`config.mk`:
```
export PLATFORM = sky130hd
export DESIGN_NAME = alu_exec_unit
export DESIGN_NICKNAME = d
export VERILOG_FILES = /design/src/rtl/alu_exec_unit.sv
export SDC_FILE = /design/constraint.sdc
export NUM_CORES = 2
export LEC_CHECK = 0
export ABC_AREA = 1
export CORE_MARGIN = 4
export CORE_UTILIZATION = 55
export DETAILED_ROUTE_END_ITERATION = 10
export PLACE_DENSITY = 0.74
export SYNTH_ARGS = -nofsm -noshare
export SYNTH_HDL_FRONTEND = slang
export SYNTH_SLANG_ARGS = --single-unit
```
`constraint.sdc`:
```
create_clock -name CLK -period 39.2 [get_ports CLK]
set_clock_uncertainty 0.1 [all_clocks]
set_input_delay 7.84 -clock CLK [delete_from_list [all_inputs] [get_ports CLK]]
set_output_delay 7.84 -clock CLK [all_outputs]
set_load 0.02 [all_outputs]
```
`src/rtl/alu_exec_unit.sv`:
```
// Registered 32-bit execute stage: operand-B select, ripple-carry add/sub core,
// ALU operation decode, and output flops for result, zero flag and carry.
module alu_exec_unit (
    input  logic        CLK,
    input  logic        RST,
    input  logic        EN,
    input  logic [31:0] A,
    input  logic [31:0] B_REG,
    input  logic [31:0] B_IMM,
    input  logic        B_SEL,
    input  logic [5:0]  OPRN,
    output logic [31:0] Y,
    output logic        ZERO,
    output logic        CO
);

    localparam logic [5:0] OP_ADD = 6'h01;
    localparam logic [5:0] OP_SUB = 6'h02;
    localparam logic [5:0] OP_MUL = 6'h03;
    localparam logic [5:0] OP_SRL = 6'h04;
    localparam logic [5:0] OP_SLL = 6'h05;
    localparam logic [5:0] OP_AND = 6'h06;
    localparam logic [5:0] OP_OR  = 6'h07;
    localparam logic [5:0] OP_NOR = 6'h08;
    localparam logic [5:0] OP_SLT = 6'h09;

    logic [31:0] b_op;
    logic        sna;
    logic [31:0] b_inv;
    logic [32:0] carry;
    logic [31:0] sum;
    logic        shamt_big;
    logic        ovf;

    logic [31:0] y_d, y_q;
    logic        zero_d, zero_q;
    logic        co_d, co_q;

    assign b_op = B_SEL ? B_REG : B_IMM;

    // Every op other than ADD drives the core as a subtractor so SLT can use it.
    assign sna      = (OPRN != OP_ADD);
    assign b_inv    = b_op ^ {32{sna}};
    assign carry[0] = sna;

    generate
        for (genvar gi = 0; gi < 32; gi++) begin : g_rca
            assign sum[gi]      = A[gi] ^ b_inv[gi] ^ carry[gi];
            assign carry[gi+1]  = (A[gi] & b_inv[gi]) | (carry[gi] & (A[gi] ^ b_inv[gi]));
        end
    endgenerate

    assign shamt_big = |b_op[31:5];
    // Signed overflow of A-B: operand signs differ and result sign differs from A.
    assign ovf       = (A[31] ^ b_op[31]) & (A[31] ^ sum[31]);

    always_comb begin
        y_d  = 32'd0;
        co_d = 1'b0;
        unique case (OPRN)
            OP_ADD: begin
                y_d  = sum;
                co_d = carry[32];
            end
            OP_SUB: begin
                y_d  = sum;
                co_d = carry[32];
            end
            OP_MUL:  y_d = A * b_op;
            OP_SRL:  y_d = shamt_big ? 32'd0 : (A >> b_op[4:0]);
            OP_SLL:  y_d = shamt_big ? 32'd0 : (A << b_op[4:0]);
            OP_AND:  y_d = A & b_op;
            OP_OR:   y_d = A | b_op;
            OP_NOR:  y_d = ~(A | b_op);
            OP_SLT:  y_d = {31'd0, sum[31] ^ ovf};
            default: y_d = 32'd0;
        endcase
        zero_d = (y_d == 32'd0);
    end

    always_ff @(posedge CLK) begin
        if (RST) begin
            y_q    <= 32'd0;
            zero_q <= 1'b1;
            co_q   <= 1'b0;
        end else if (EN) begin
            y_q    <= y_d;
            zero_q <= zero_d;
            co_q   <= co_d;
        end
    end

    assign Y    = y_q;
    assign ZERO = zero_q;
    assign CO   = co_q;

endmodule

```
==> images/placed.png <==
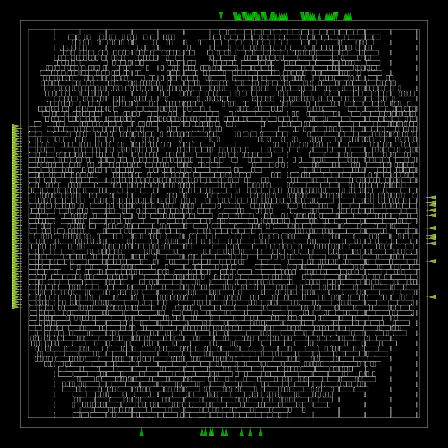
Util after Layout: 60.0%
fill count: 4209

==> images/route_heat.png <==
22 x 22 tiles, from dark blue (low) to red (high), scaled to the fullest tile. Values are wire area over tile area, all layers added.
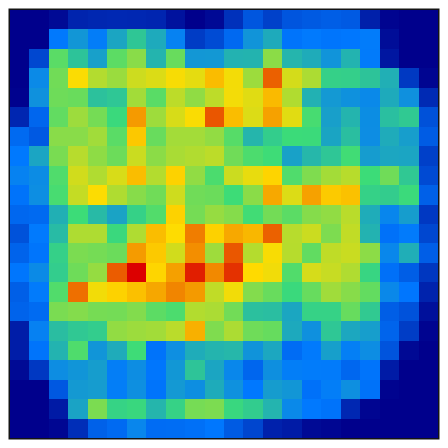
The fullest tile reaches 0.85. The densest ninth of the die: middle. 8.9% of the tiles are nearly empty. The emptiest ninth of the die: bottom right. 41% of the tiles are over half the peak. The mean over all tiles is 0.35.
WL final: 91900 µm
Wirelength per Cell: 22.2 µm
GRT Util Overall: 38.7%
via count: 24100

-- critical path: cells and delay by family --
family	cells	cell delay (ns)
buffers and inverters	8	1.81
AND/OR/NAND/NOR	10	0.98
adder cells (fa/ha/maj)	31	12.96
XOR/XNOR	1	0.18
AND-OR/OR-AND	3	0.71
-- state kept, by name (all words and copies together) (netlist names) --
register  flops
Y            32
CO            1
ZERO          1
-- logic make-up (layout without fill, tap and decap cells) --
group                    after synthesis  in the layout  share of synthesized area [%]
AND/OR/NAND/NOR                     1622           1622                           28.6
buffers and inverters                939            972                           15.6
adder cells (fa/ha/maj)              567            567                           43.2
AND-OR/OR-AND                        309            309                           7.85
XOR/XNOR                              52             52                           1.92
flip-flops                            34             34                           2.83
other                                  0              1                              0
-- cell usage in the layout, fill, tap and decap left out, drive strengths merged, types with 6 or more instances in the layout --
| cell | instances |
|---|---|
| clkdlybuf4s50 | 138 |
| o211ai | 30 |
| dfxtp | 34 |
| o21ai | 139 |
| xor2 | 40 |
| buf | 53 |
| nand4 | 16 |
| a21oi | 76 |
| ha | 128 |
| o21bai | 9 |
| nand3 | 327 |
| or2 | 7 |
| nor2 | 319 |
| nor3 | 18 |
| fa | 439 |
| inv | 761 |
| clkinv | 13 |
| xnor2 | 12 |
| clkbuf | 6 |
| a31oi | 12 |
| nand2 | 921 |
| a221oi | 12 |
| a21o | 7 |
-- final timing paths --
path	from	endpoint	slack, ns	cells past startpoint
min	Y[11]	Y[11]	0.38	2
min reg2reg	Y[11]	Y[11]	0.38	2
max reg2reg	Y[20]	Y[20]	38.28	3
max	B_SEL	ZERO	14.74	53
-- cell type report --
| cell class | instances | area, µm² |
|---|---|---|
| clock inverter | 2 | 12.5 |
| inverter | 773 | 2910 |
| clock buffer | 6 | 139 |
| sequential | 34 | 681 |
| fill | 4209 | 17300 |
| timing repair buffer | 191 | 1780 |
| antenna | 1 | 2.50 |
| multi-input combinational | 2550 | 19600 |
| tap | 585 | 732 |
-- through the flow --
step,worst slack [ns],hold slack [ns],std cells
floorplan,16.06,0.492,3523
global placement,14.69,0.367,4133
detailed placement,14.55,0.371,4133
CTS,14.83,0.389,4141
global route,14.08,0.409,4141
finish,14.74,0.384,4142
-- per-layer routing --
| layer | part of all wire, % | wire length (µm) | up-vias | track usage [%] |
|---|---|---|---|---|
| li1 | - | - | 10700 | - |
| met2 | 41 | 38000 | 1699 | 57.0 |
| met4 | 6.0 | 5490 | 2 | 16.6 |
| met1 | 38 | 34600 | 11400 | 51.6 |
| met3 | 15 | 13800 | 323 | 14.4 |
| met5 | 0.016 | 15 | - | 0 |
==> CHANGELOG.md <==
### Implementation results

* Gates resized, CTS repair at 0
* Mean Syn Cell Area at 6.83 µm²
* Row count at 76
* Latency at later pin at 0.28 ns
* Cells after Synth at 3523
* Dpl hpwl at 71900 µm
* Fin. max-slew vios at 0
* # H-tree levels at 2
* Post-synth top cells: 878 x nand2_1, 741 x inv_1, 439 x fa_1
* Synth top area share at 36.5%
* Fmax at 40.9 MHz
* Area Growth Syn to Fin at 7.63%
* Total gr overflow at 0
* Seq share, synth at 2.83%
* Status: complete, no violations
* Initial antenna violation count at 1
* Crit end category: flip-flop
* Gpl congestion at 1.03
* Setup_tns at 0 ns
* Setup bufs post-CTS at 0
* Drt first-iter violations at 2846
* Tally of OpenROAD warnings at 29
* Arrival time at the worst endpoint at 24.57 ns
* Num CTS Buffers at 5
* I/O pin cnt at 140
* Vias in the first global route at 23400
* Largest net degree at the start of global routing at 57
* Initial core utilization at 55.7%
* Min-delay worst type: flip-flop to flip-flop
* Worst Setup Start Kind: input port
* Post-synth EDFFs at 0
* Mapped cell area at 0.0241 mm²
* CP Max Fanout at 56
* RSZ-0062 raised after global routing: no
* Relative slew slack at 30.5%
* Post-route cell area at 0.0259 mm²
* Yosys reg bits at 34
* Via density per instance at 5.81
* Reg clk slew, reported paths at 0.06 ns
* Worst Tran Pin Value at 1.04 ns
* Crit share post-route at 62.4%
* Synth top cell by count: nand2_1
* Critical-path top delay cell: buf_4
* Yosys Instances at 3523
* Die span in y at 217 µm
* Worst Setup Path Type: input port to flip-flop
* Most common flop cell mapped by yosys: dfxtp_1
* Final setup viols at 0
* Pre-Repair DR Iteration Count at 6
* Most frequent CP cell: fa_1
* CP required at 39.32 ns
* Final net count at 4228
* Mapped Nets at 4196
